File: src/rtl/anb_rd_if.sv
// ANB read channel: one addr/len request handshake plus the returned data burst.
interface anb_rd_if #(
    parameter int unsigned ADDR_W = 32,
    parameter int unsigned DATA_W = 64,
    parameter int unsigned LEN_W  = 16
);
    logic [ADDR_W-1:0] s_addr;
    logic [LEN_W-1:0]  s_len;
    logic              s_avalid;
    logic              s_aready;
    logic [DATA_W-1:0] s_data;
    logic              s_last;
    logic              s_valid;
    logic              s_ready;

    modport master (
        output s_addr, s_len, s_avalid, s_ready,
        input  s_aready, s_data, s_last, s_valid
    );

    modport slave (
        input  s_addr, s_len, s_avalid, s_ready,
        output s_aready, s_data, s_last, s_valid
    );
endinterface

File: src/rtl/anb_rd_resp_m.sv
// ANB read responder: turns one addr/len request into RAM reads and returns the words
// as a burst; a credit counter bounds in-flight reads so the return FIFO never overflows.
module anb_rd_resp_m #(
    parameter int unsigned ADDR_W     = 32,
    parameter int unsigned DATA_W     = 64,
    parameter int unsigned LEN_W      = 16,
    parameter int unsigned RD_LATENCY = 2,
    parameter int unsigned FIFO_DEPTH = 8
) (
    input  logic              clk,
    input  logic              rst,
    anb_rd_if.slave           s,
    output logic [ADDR_W-1:0] mem_addr,
    output logic              mem_re,
    input  logic [DATA_W-1:0] mem_rdata,
    output logic              busy
);
    localparam int unsigned PTR_W = $clog2(FIFO_DEPTH);
    localparam int unsigned CNT_W = PTR_W + 1;

    typedef enum logic [1:0] {StIdle, StIssue, StDrain} state_e;

    state_e                state_q;
    logic                  aready_q;
    logic [ADDR_W-1:0]     cur_q;
    logic [LEN_W-1:0]      rem_q;
    logic [CNT_W-1:0]      credit_q;
    logic [RD_LATENCY-1:0] pipe_vld_q;
    logic [RD_LATENCY-1:0] pipe_last_q;
    logic [DATA_W-1:0]     fifo_data_q [FIFO_DEPTH];
    logic                  fifo_last_q [FIFO_DEPTH];
    logic [PTR_W-1:0]      wr_ptr_q;
    logic [PTR_W-1:0]      rd_ptr_q;
    logic [CNT_W-1:0]      fifo_cnt_q;

    logic accept;
    logic issue;
    logic issue_last;
    logic push;
    logic pop;

    assign accept     = s.s_avalid & aready_q;
    assign issue      = (state_q == StIssue) && (rem_q != '0) && (credit_q != '0);
    assign issue_last = (rem_q == LEN_W'(1));
    assign push       = pipe_vld_q[RD_LATENCY-1];
    assign pop        = s.s_valid & s.s_ready;

    assign mem_re     = issue;
    assign mem_addr   = cur_q;
    assign busy       = (state_q != StIdle);
    assign s.s_aready = aready_q;
    assign s.s_valid  = (fifo_cnt_q != '0);
    assign s.s_data   = fifo_data_q[rd_ptr_q];
    assign s.s_last   = fifo_last_q[rd_ptr_q] & s.s_valid;

    // aready is held low through reset and rises on the first edge after release.
    always_ff @(posedge clk or posedge rst) begin
        if (rst) begin
            state_q  <= StIdle;
            aready_q <= 1'b0;
            cur_q    <= '0;
            rem_q    <= '0;
        end else begin
            case (state_q)
                StIdle: begin
                    aready_q <= !accept;
                    if (accept) begin
                        cur_q   <= s.s_addr;
                        rem_q   <= (s.s_len == '0) ? LEN_W'(1) : s.s_len;
                        state_q <= StIssue;
                    end
                end
                StIssue: begin
                    if (issue) begin
                        cur_q <= cur_q + ADDR_W'(1);
                        rem_q <= rem_q - LEN_W'(1);
                        if (issue_last) state_q <= StDrain;
                    end
                end
                StDrain: begin
                    if (pop && s.s_last) begin
                        state_q  <= StIdle;
                        aready_q <= 1'b1;
                    end
                end
                default: state_q <= StIdle;
            endcase
        end
    end

    // Credit covers reads in the latency pipe plus words already buffered.
    always_ff @(posedge clk or posedge rst) begin
        if (rst) begin
            credit_q <= CNT_W'(FIFO_DEPTH);
        end else begin
            credit_q <= credit_q - CNT_W'(issue) + CNT_W'(pop);
        end
    end

    always_ff @(posedge clk or posedge rst) begin
        if (rst) begin
            pipe_vld_q  <= '0;
            pipe_last_q <= '0;
        end else begin
            for (int i = int'(RD_LATENCY) - 1; i > 0; i--) begin
                pipe_vld_q[i]  <= pipe_vld_q[i-1];
                pipe_last_q[i] <= pipe_last_q[i-1];
            end
            pipe_vld_q[0]  <= issue;
            pipe_last_q[0] <= issue & issue_last;
        end
    end

    always_ff @(posedge clk or posedge rst) begin
        if (rst) begin
            for (int i = 0; i < int'(FIFO_DEPTH); i++) begin
                fifo_data_q[i] <= '0;
                fifo_last_q[i] <= 1'b0;
            end
            wr_ptr_q   <= '0;
            rd_ptr_q   <= '0;
            fifo_cnt_q <= '0;
        end else begin
            if (push) begin
                fifo_data_q[wr_ptr_q] <= mem_rdata;
                fifo_last_q[wr_ptr_q] <= pipe_last_q[RD_LATENCY-1];
                wr_ptr_q              <= wr_ptr_q + PTR_W'(1);
            end
            if (pop) rd_ptr_q <= rd_ptr_q + PTR_W'(1);
            fifo_cnt_q <= fifo_cnt_q + CNT_W'(push) - CNT_W'(pop);
        end
    end
endmodule

File: src/flat_wrapper.sv
// flat-port wrapper written by rule: the top's interface ports become plain ports
module anb_rd_resp_m_flat 
#(
    parameter int unsigned ADDR_W     = 32,
    parameter int unsigned DATA_W     = 64,
    parameter int unsigned LEN_W      = 16,
    parameter int unsigned RD_LATENCY = 2,
    parameter int unsigned FIFO_DEPTH = 8
)
  (clk, rst, mem_addr, mem_re, mem_rdata, busy, s_s_addr, s_s_len, s_s_avalid, s_s_ready, s_s_aready, s_s_data, s_s_last, s_s_valid);
  anb_rd_if #(.ADDR_W(ADDR_W), .DATA_W(DATA_W), .LEN_W(LEN_W)) s_i ();
  input  logic clk;
  input  logic rst;
  output logic [ADDR_W-1:0] mem_addr;
  output logic mem_re;
  input  logic [DATA_W-1:0] mem_rdata;
  output logic busy;
  input wire logic [$bits(s_i.s_addr)-1:0] s_s_addr;
  input wire logic [$bits(s_i.s_len)-1:0] s_s_len;
  input wire logic [$bits(s_i.s_avalid)-1:0] s_s_avalid;
  input wire logic [$bits(s_i.s_ready)-1:0] s_s_ready;
  output wire logic [$bits(s_i.s_aready)-1:0] s_s_aready;
  output wire logic [$bits(s_i.s_data)-1:0] s_s_data;
  output wire logic [$bits(s_i.s_last)-1:0] s_s_last;
  output wire logic [$bits(s_i.s_valid)-1:0] s_s_valid;
  assign s_i.s_addr = s_s_addr;
  assign s_i.s_len = s_s_len;
  assign s_i.s_avalid = s_s_avalid;
  assign s_i.s_ready = s_s_ready;
  assign s_s_aready = s_i.s_aready;
  assign s_s_data = s_i.s_data;
  assign s_s_last = s_i.s_last;
  assign s_s_valid = s_i.s_valid;
  anb_rd_resp_m #(.ADDR_W(ADDR_W), .DATA_W(DATA_W), .LEN_W(LEN_W), .RD_LATENCY(RD_LATENCY), .FIFO_DEPTH(FIFO_DEPTH)) u_core (.clk(clk), .rst(rst), .s(s_i), .mem_addr(mem_addr), .mem_re(mem_re), .mem_rdata(mem_rdata), .busy(busy));
endmodule
File: config.mk
export PLATFORM = sky130hd
export DESIGN_NAME = anb_rd_resp_m_flat
export DESIGN_NICKNAME = d
export VERILOG_FILES = /design/src/rtl/anb_rd_if.sv /design/src/rtl/anb_rd_resp_m.sv /design/src/flat_wrapper.sv
export SDC_FILE = /design/constraint.sdc
export NUM_CORES = 1
export LEC_CHECK = 0
export ABC_AREA = 1
export CORE_UTILIZATION = 32
export DETAILED_ROUTE_END_ITERATION = 8
export PLACE_DENSITY = 0.59
export SYNTH_ARGS = -nofsm -noshare
export SYNTH_HDL_FRONTEND = slang
export SYNTH_SLANG_ARGS = --single-unit
File: constraint.sdc
create_clock -name clk -period 56.3 [get_ports clk]
set_clock_uncertainty 0.15 [all_clocks]
set_input_delay 11.26 -clock clk [delete_from_list [all_inputs] [get_ports clk]]
set_output_delay 11.26 -clock clk [all_outputs]
set_load 0.01 [all_outputs]
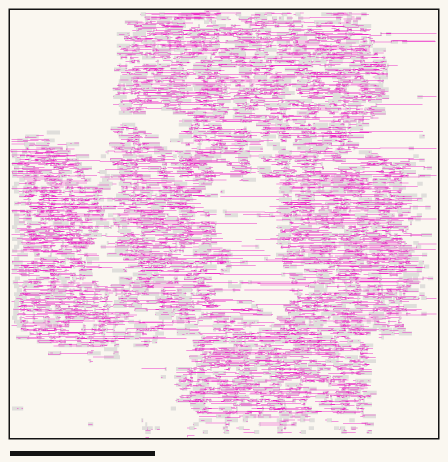
Run 1: the metal 1 layer
The bar under the picture is 100 um long.
main direction: horizontal
wire length on this layer: 36.5 mm

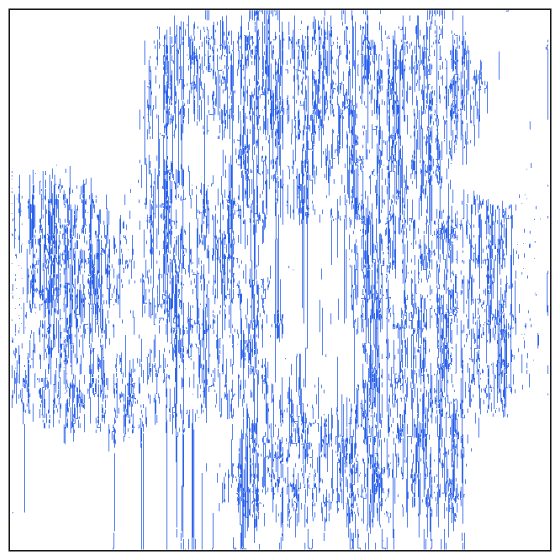
Run 1: signal wires on met2
share of all routed wire: 46%
longest straight run: 87.4 um
wire length on this layer: 37.0 mm
met2 global-route usage: 30.10%
total wire length after detailed routing: 80.88 mm
vias after detailed routing: 23560

==> impl_table.tex, run 1 <==
% Yosys + OpenROAD metrics
\begin{tabular}{lr}
\hline
Metric & Value \\
\hline
\multicolumn{2}{l}{\textbf{Synth}} \\
\quad Registers, synthesis & just under 600 \\
\quad Cells in synth\_stat.txt & approximately 3500 \\
\quad Net Count, Synth & about 3600 \\
\quad Summed standard-cell area reported by yosys & around 28000 um2 \\
\quad Synth Area in Simple Gates & a little over a fifth \\
\quad Async S/R FF share, synth & 100.0\% \\
\quad Most common flop cell mapped by yosys & dfrtp\_1 \\
\quad Compound-Gate Fraction of Synth Area & about 18\% \\
\quad Synth Cell Area & roughly 28000 um2 \\
\quad Mean instance size in the synthesized netlist & around 8.0 um2 \\
\quad Top cell area share & a little over half \\
\quad Area contributors post-synth & dfrtp\_1, o21ai\_0, nand2\_1 \\
\quad Synth unique cells & 37 \\
\quad Cell type with the largest total area after synthesis & dfrtp\_1 \\
\quad Post-synthesis adder-cell area fraction & less than 1\% \\
\quad Number of warnings printed during yosys synthesis & 0 \\
\quad Synth Instances & roughly 3500 \\
\quad Post-synthesis share of cell area spent on xor and xnor gates & 0.3817\% \\
\quad Count of library flops with an enable pin & 0 \\
\quad Dominant combinational family & simple AND/OR/NAND/NOR gates \\
\quad Sequential area share after synthesis & between 50\% and 60\% \\
\quad Multiplexer area fraction after synthesis & 0\% \\
\multicolumn{2}{l}{\textbf{Setup path}} \\
\quad Maximum cell stage delay along the critical path & 0.90 ns \\
\quad Type of element launching the critical path & flip-flop \\
\quad Category of the worst setup path capture point & output pin \\
\quad Standard cell with the maximum stage delay on the critical path & buf\_4 \\
\quad List of cells traversed by the critical path & inv\_8, buf\_4, o21ai\_0, o22ai\_1, nand2\_1, nand2\_1, clkdlybuf4s50\_1 \\
\quad Crit Reg-Reg Endpoint & u\_core.mem\_addr[13] \\
\quad Data required time at the worst endpoint & around 45 ns \\
\quad Minimum setup slack among reg-to-reg paths & about 53 ns \\
\quad Critical path type & flip-flop to output pin \\
\quad Critical path launch point & u\_core.rd\_ptr\_q[0] \\
\quad Startpoint of the lowest-slack register-to-register path & u\_core.state\_q[1] \\
\quad Capture point of the critical path & s\_s\_data[41] \\
\quad Worst-path maximum fanout & between 150 and 200 \\
\quad Most used cell, CP & nand2\_1 \\
\quad Arrival time worst endpoint & $\sim$4.2 ns \\
\quad Worst Reg-to-Reg Cells & 9 \\
\multicolumn{2}{l}{\textbf{Final layout}} \\
\quad Layout cell share with drive strength beyond 1 & approximately 5.7\% \\
\quad Relative area change from synthesis to final layout & 19.18\% \\
\quad Total of plain and repair buffers excluding clock buffers & 242 \\
\quad Most common cell after layout, fill and taps aside & nand2\_1 \\
\quad Most frequent cells in the layout & nand2\_1, o21ai\_0, dfrtp\_1 \\
\quad Cell class with the largest area share & sequential cells \\
\quad Area taken by flip-flops and latches & roughly 15000 um2 \\
\quad Combinational gate area & between 10000 and 15000 um2 \\
\quad Count of sequential standard cells & around 600 \\
\quad Total number of multi-input combinational cells & between 2000 and 2500 \\
\quad Clock buffer cells & 107 \\
\quad Fin nets & between 3000 and 4000 \\
\quad Antenna diode count & 1 \\
\quad Fraction of area in registers & 44.95\% \\
\quad Proportion of final cell area spent on non-clock buffers & 7.183\% \\
\quad Non-Filler Instances & $\sim$4700 \\
\quad Fill cell total of the finished layout & 8828 \\
\quad Fraction of area in multi-input gates & between 30\% and 40\% \\
\quad Inverters & approximately 160 \\
\quad Clock network share of area & 7.278\% \\
\quad Finished Cell Area & 32820 um2 \\
\multicolumn{2}{l}{\textbf{CTS}} \\
\quad CTS tree & yes \\
\quad Clock latency at the later pin of the worst-skew pair & $\sim$0.60 ns \\
\quad Number of buffers on the longest clock path & 3 \\
\quad Number of H-tree levels & 3 \\
\quad Root Driver & clkbuf\_16 \\
\quad Post\_cts resized & 0 \\
\quad Clock-pin transition on the worst setup and hold timing paths & $\sim$0.050 ns \\
\quad \# clock sinks & $\sim$590 \\
\quad Post-CTS Setup Bufs & 0 \\
\quad Hold bufs inserted after CTS & 0 \\
\quad Number of buffers inserted during clock tree synthesis & about 70 \\
\multicolumn{2}{l}{\textbf{Route}} \\
\quad Routed length on met2 & roughly 37 mm \\
\quad Uppermost layer routed & met5 \\
\quad Met1 Wirelength & around 37 mm \\
\quad Initial detailed-routing violation count & 1857 \\
\quad Detail-routed via count per cell & $\sim$5.0 \\
\quad Average routed wire per standard cell & about 17 um \\
\quad Routed wire length on met3 & between 5 and 6 mm \\
\quad Remaining DRCs & 0 \\
\quad Routed Antenna Nets & 0 \\
\quad Router iterations before antenna repair & 5 \\
\multicolumn{2}{l}{\textbf{Placement}} \\
\quad Final Wtd Congestion & between 0.8 and 0.9 \\
\quad Total of buffers placed on input and output ports & between 200 and 250 \\
\quad Detailed placement HPWL & $\sim$45 mm \\
\quad Post-place instance area & 30430 um2 \\
\quad Pre-CTS setup slack & between 40 and 50 ns \\
\quad Cell count after placement & about 4600 \\
\multicolumn{2}{l}{\textbf{Global route}} \\
\quad Overall Global Routing Usage & 18.75\% \\
\quad Gr ovfl total & 0 \\
\quad Vias in the first global route & 22740 \\
\quad Number of antenna violations at the first check in global routing & 8 \\
\quad Pin count of the biggest net entering global routing & approximately 160 \\
\quad First-pass GRT wire length & about 130 mm \\
\multicolumn{2}{l}{\textbf{STA}} \\
\quad Setup repair after global routing missed its margin & false \\
\quad Fin Setup TNS & 0 ns \\
\quad Final period util & 27.65\% \\
\quad Hold violation count in the final report & 0 \\
\quad Clock period minus final worst setup slack & around 16 ns \\
\quad Slew Limit Headroom & between 20\% and 30\% \\
\quad Setup WS post-layout & 40.73 ns \\
\quad Highest Clock Rate & around 0.064 GHz \\
\quad Hold slack final & roughly 0.20 ns \\
\quad Transition at the pin with the smallest max-transition slack & 1.096 ns \\
\quad Number of pins with negative max-slew slack in the final report & 0 \\
\quad Count of endpoints failing setup in the final report & 0 \\
\multicolumn{2}{l}{\textbf{Die}} \\
\quad Height of the chip & between 200 and 300 um \\
\quad Die extent in x & 295.3 um \\
\quad Fp util & approximately 32\% \\
\quad Number of ports placed on the die boundary & between 200 and 250 \\
\quad TAP cells & between 1000 and 1500 \\
\quad Overall chip area & just under 90000 um2 \\
\quad Placeable core region & 85150 um2 \\
\quad Placement row count & about 110 \\
\multicolumn{2}{l}{\textbf{Worst hold path}} \\
\quad Instance count along the most critical hold path & 0 \\
\quad Worst hold start & u\_core.pipe\_vld\_q[0] \\
\quad Worst hold path class & flip-flop to flip-flop \\
\quad End point of the most critical hold path & u\_core.pipe\_vld\_q[1] \\
\multicolumn{2}{l}{\textbf{Run}} \\
\quad Number of warnings in the stage logs & 33 \\
\quad Max-cap viol count & 0 \\
\multicolumn{2}{l}{\textbf{Power}} \\
\quad Static Leakage & 14.96 nW \\
\quad VDD IR max & 0.02780 mV \\
\quad Power per standard cell area & approximately 66 nW/um2 \\
\multicolumn{2}{l}{\textbf{Status}} \\
\quad Status & completed \\
\hline
\end{tabular}
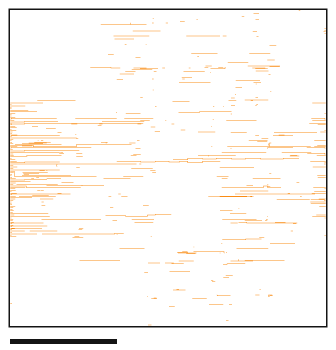
Run 1: the metal 3 layer
The bar under the picture is 100 um long.
main direction: horizontal
nets with wire on the layer: 254
share of all routed wire: 6.5%
longest straight run: 118 um

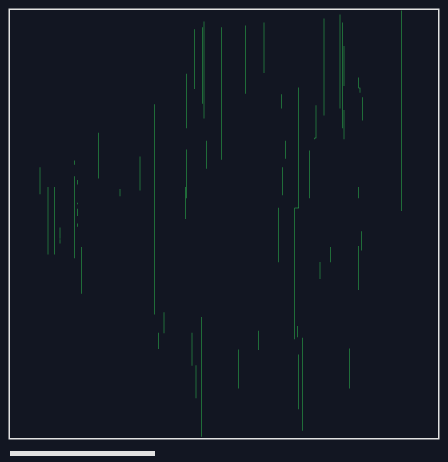
Run 1: the metal 4 layer
The bar under the picture is 100 um long.
nets with wire on the layer: 42
share of all routed wire: 2.5%

## run 1: through the flow
stage          total power [mW]  utilization, %
2_1_floorplan             1.361               -
3_3_place_gp              1.710           35.73
3_5_place_dp              1.726           35.73
4_1_cts                   2.204           38.54
5_1_grt                   2.368           38.54
6_report                  2.182           38.54
## run 1: registers in the layout, summed over array words and instances (netlist names)
signal and count:
u_core.credit_q 4, u_core.s.s_aready 1, u_core.state_q 2, u_core.pipe_vld_q 2
u_core.fifo_data_q 512, u_core.rem_q 16, u_core.pipe_last_q 2, u_core.fifo_last_q 8
u_core.fifo_cnt_q 4, u_core.mem_addr 32, u_core.wr_ptr_q 3, u_core.rd_ptr_q 3
## run 1: report_power, final
part	switching, mW	internal [mW]	total [mW]
Sequential	0.141	0.633	0.774
Combinational	0.580	0.361	0.941
Clock	0.184	0.283	0.467
## run 1: worst max-delay path, delay by kind of cell, from the launching register on
| kind | cells | cell delay, ns |
|---|---|---|
| simple gates | 2 | 0.26 |
| compound gates | 2 | 0.31 |
| buf+inv | 3 | 2.19 |
| flops | 1 | 0.65 |
## run 1: cells in the mapped netlist, types with 2 or more instances
master,number
a21oi_1,67
buf_1,5
buf_2,65
buf_6,6
clkbuf_1,154
dfrtp_1,588
fa_1,2
ha_1,15
inv_1,154
inv_2,2
nand2_1,963
nand2_2,3
nand3_1,74
nand3_2,15
nand3b_1,2
nand4_1,3
nor2_1,411
nor2_2,7
nor2_4,2
nor3_1,2
o211ai_1,2
o21ai_0,723
o21ai_1,22
o22ai_1,128
or2_2,20
xnor2_1,5
xor2_1,7
## run 1: layer usage
metal  vias up  track usage (%)
li1      11490                -
met1     11340            25.08
met2       595            30.10
met3       127            3.939
met4        14            6.319
met5         -                0
Run 1, clock routing:
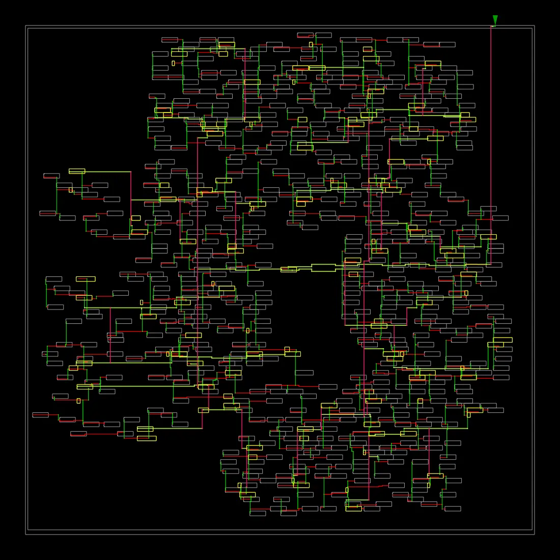

==> run 2, diff against run 1 <==
- clock period: 56.3 -> 15.3 ns (I/O delays scaled with it)
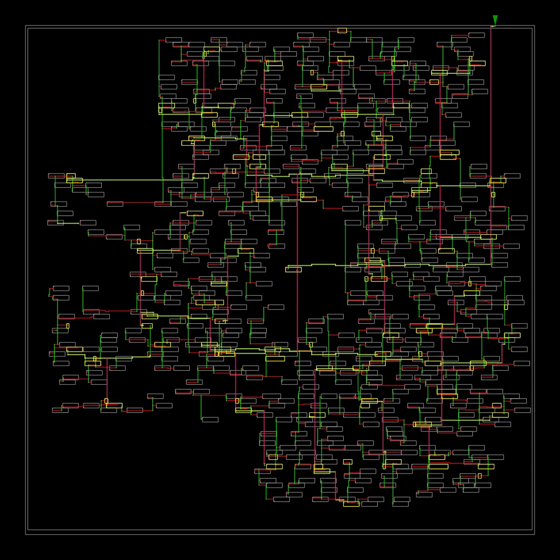
Run 2: clock routing
count of sequential standard cells: 589
# clock sinks: 589
number of buffers inserted during clock tree synthesis: 70
power in the clock group: 1.70 mW
Clock buffer cells: 98

==> run 2 against run 1 <==
Synthesized cell count unchanged. Routed wire length is 0.41% higher. Clock power increased to 3.6 times the previous value. Register-to-register slack got worse by 41 ns. Sequential cell count unchanged. Worst setup slack got worse by 33 ns. Final cell count shrank 0.11%. First-iteration DRC count rose by 1.0%. Sequential power rose to 3.7 times the previous value. Combinational power rose to 3.7 times the previous value. Critical path type unchanged.
==> impl_table.tex, run 2 <==
% Yosys + OpenROAD metrics
\begin{tabular}{lr}
\hline
Metric & Value \\
\hline
\multicolumn{2}{l}{\textbf{Setup path}} \\
\quad Critical path launch point & u\_core.rd\_ptr\_q[0] \\
\quad Category of the worst setup path capture point & output pin \\
\quad Crit Reg-Reg Endpoint & u\_core.rem\_q[8] \\
\quad Worst-path maximum fanout & around 160 \\
\quad Capture point of the critical path & s\_s\_data[41] \\
\quad Startpoint of the lowest-slack register-to-register path & u\_core.state\_q[1] \\
\quad Data required time at the worst endpoint & $\sim$12 ns \\
\quad Critical path type & flip-flop to output pin \\
\quad Worst Reg-to-Reg Cells & 9 \\
\quad Type of element launching the critical path & flip-flop \\
\multicolumn{2}{l}{\textbf{Worst hold path}} \\
\quad Worst hold path class & flip-flop to flip-flop \\
\quad Worst hold start & u\_core.pipe\_last\_q[0] \\
\quad Instance count along the most critical hold path & 0 \\
\quad End point of the most critical hold path & u\_core.pipe\_last\_q[1] \\
\multicolumn{2}{l}{\textbf{Global route}} \\
\quad Pin count of the biggest net entering global routing & about 170 \\
\quad Number of antenna violations at the first check in global routing & 6 \\
\quad Vias in the first global route & between 20000 and 25000 \\
\quad Overall Global Routing Usage & between 10\% and 20\% \\
\multicolumn{2}{l}{\textbf{CTS}} \\
\quad Hold bufs inserted after CTS & 0 \\
\quad Post\_cts resized & 0 \\
\quad CTS tree & yes \\
\quad Post-CTS Setup Bufs & 0 \\
\quad Number of buffers on the longest clock path & 3 \\
\quad Clock-pin transition on the worst setup and hold timing paths & about 0.06 ns \\
\quad Clock latency at the later pin of the worst-skew pair & 0.62 ns \\
\multicolumn{2}{l}{\textbf{Final layout}} \\
\quad Most common cell after layout, fill and taps aside & nand2\_1 \\
\quad Non-Filler Instances & approximately 4700 \\
\quad Number of flip-flops in the largest register & 512 \\
\quad Fill cell total of the finished layout & 8787 \\
\quad Layout cell share with drive strength beyond 1 & about 5.6\% \\
\quad Fin nets & between 3000 and 4000 \\
\quad Relative area change from synthesis to final layout & 19.09\% \\
\quad Most frequent cells in the layout & nand2\_1, o21ai\_0, dfrtp\_1 \\
\quad Finished Cell Area & approximately 33000 um2 \\
\multicolumn{2}{l}{\textbf{Synth}} \\
\quad Synth unique cells & 37 \\
\quad Top cell area share & a little over half \\
\quad Post-synthesis share of cell area spent on xor and xnor gates & less than 1\% \\
\quad Compound-Gate Fraction of Synth Area & about 18\% \\
\quad Sequential area share after synthesis & between 50\% and 60\% \\
\quad Synth Cell Area & roughly 28000 um2 \\
\quad Most common flop cell mapped by yosys & dfrtp\_1 \\
\quad Dominant combinational family & simple AND/OR/NAND/NOR gates \\
\quad Net Count, Synth & $\sim$3600 \\
\quad Synth Instances & around 3500 \\
\quad Yosys top cell by instances & nand2\_1 \\
\quad Number of warnings printed during yosys synthesis & 0 \\
\quad Synth cell count leaders & nand2\_1, o21ai\_0, dfrtp\_1, nor2\_1 \\
\quad Synth Area in Simple Gates & between 20\% and 30\% \\
\quad Count of library flops with an enable pin & 0 \\
\quad Post-synthesis adder-cell area fraction & less than 1\% \\
\quad Async S/R FF share, synth & 100.0\% \\
\quad Cell type with the largest total area after synthesis & dfrtp\_1 \\
\quad Mean instance size in the synthesized netlist & between 7 and 8 um2 \\
\quad Summed standard-cell area reported by yosys & roughly 28000 um2 \\
\multicolumn{2}{l}{\textbf{STA}} \\
\quad Transition at the pin with the smallest max-transition slack & roughly 1.2 ns \\
\quad Clock period minus final worst setup slack & 7.583 ns \\
\quad Hold violation count in the final report & 0 \\
\quad Final period util & 49.56\% \\
\quad Slew Limit Headroom & between 20\% and 30\% \\
\quad Hold slack final & 0.2007 ns \\
\quad Setup repair after global routing missed its margin & false \\
\quad Highest Clock Rate & about 0.13 GHz \\
\multicolumn{2}{l}{\textbf{Power}} \\
\quad Switching power summed over all nets & around 3.3 mW \\
\quad Sequential-cell power consumption & 2.87 mW \\
\quad Leading power group & combinational cells \\
\quad Switching power share of the total & a little over two fifths \\
\quad Total combinational power & about 3.4 mW \\
\quad Static Leakage & approximately 15 nW \\
\quad VDD IR max & 0.1388 mV \\
\quad Pwr Total & 8.022 mW \\
\quad Power per standard cell area & 244.6 nW/um2 \\
\multicolumn{2}{l}{\textbf{Die}} \\
\quad Fp util & 32.34\% \\
\quad Overall chip area & between 80000 and 90000 um2 \\
\quad Die extent in x & just under 300 um \\
\quad Number of ports placed on the die boundary & 217 \\
\quad Height of the chip & approximately 300 um \\
\quad Placeable core region & about 85000 um2 \\
\multicolumn{2}{l}{\textbf{Route}} \\
\quad Initial detailed-routing violation count & between 1500 and 2000 \\
\quad Routed Antenna Nets & 0 \\
\quad Average routed wire per standard cell & 17.15 um \\
\quad Remaining DRCs & 0 \\
\quad Router iterations before antenna repair & 7 \\
\multicolumn{2}{l}{\textbf{Placement}} \\
\quad Cell count after placement & around 4600 \\
\quad Post-place instance area & 30440 um2 \\
\quad Detailed placement HPWL & between 40 and 50 mm \\
\quad Final Wtd Congestion & between 0.8 and 0.9 \\
\quad Total of buffers placed on input and output ports & 216 \\
\multicolumn{2}{l}{\textbf{Status}} \\
\quad Status & completed \\
\hline
\end{tabular}
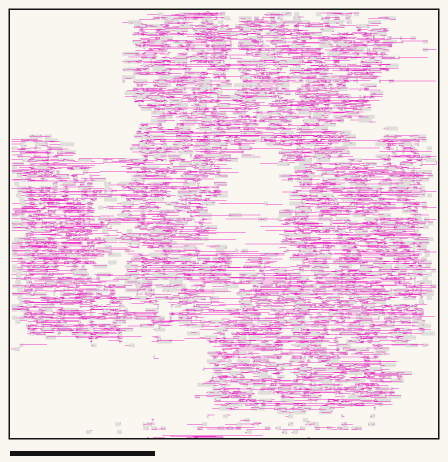
Run 2: the metal 1 layer
The bar under the picture is 100 um long.
GRT met1 Usage: 25.74%
vias after detailed routing: 23480
total wire length after detailed routing: 81.21 mm

-- run 2: netlist changes by cell type in the layout (fill, tap and decap cells not counted), sizes merged --
| cell | previous run | this run |
|---|---|---|
| clkbuf | 107 | 98 |
| clkinv | 13 | 20 |
| buf | 26 | 24 |
| bufinv | 4 | 6 |
| clkinvlp | 3 | 1 |
| diode | 1 | 0 |
-- run 2: area by class of cell --
type / instances / area [um2] / share of cell area, %
Clock buffer: 98 / 1999 / 6.097
Clock inverter: 27 / 349.1 / 1.065
Inverter: 157 / 604.3 / 1.843
Multi-Input combinational cell: 2480 / 11280 / 34.39
Sequential cell: 589 / 14750 / 44.98
Tap cell: 1144 / 1431 / 4.365
Timing Repair Buffer: 240 / 2380 / 7.257
-- run 2: cell families (layout without fill, tap and decap cells) --
| group | Yosys count | after routing |
|---|---|---|
| AND/OR/NAND/NOR | 1504 | 1504 |
| buffers and inverters | 388 | 522 |
| adder cells (fa/ha/maj) | 17 | 17 |
| flip-flops | 589 | 589 |
| AND-OR/OR-AND | 947 | 947 |
| XOR/XNOR | 12 | 12 |
-- run 2: critical path, stage by stage (launching register included) --
cell	delay [ns]
dfrtp_4	0.72
inv_8	0.76
buf_4	0.90
o21ai_0	0.21
o22ai_1	0.17
nand2_1	0.08
nand2_1	0.19
clkdlybuf4s50_1	0.56
-- run 2: metal layers --
layer / track usage [%] / part of all wire (%) / up-vias
met2: 30.50 / 46 / 581
li1: - / - / 11480
met5: 0 / 0.12 / -
met3: 3.255 / 5.2 / 121
met1: 25.74 / 46 / 11290
met4: 4.701 / 2.0 / 12
-- run 2: metrics by stage --
step                utilization (%)  setup slack, ns
detailed placement            35.75            8.467
finish                        38.51            7.717
floorplan                         -            4.061
global placement              35.75            8.521
global route                  38.51            7.460
CTS                           38.51            7.804
Power and IR drop assume default switching activity.
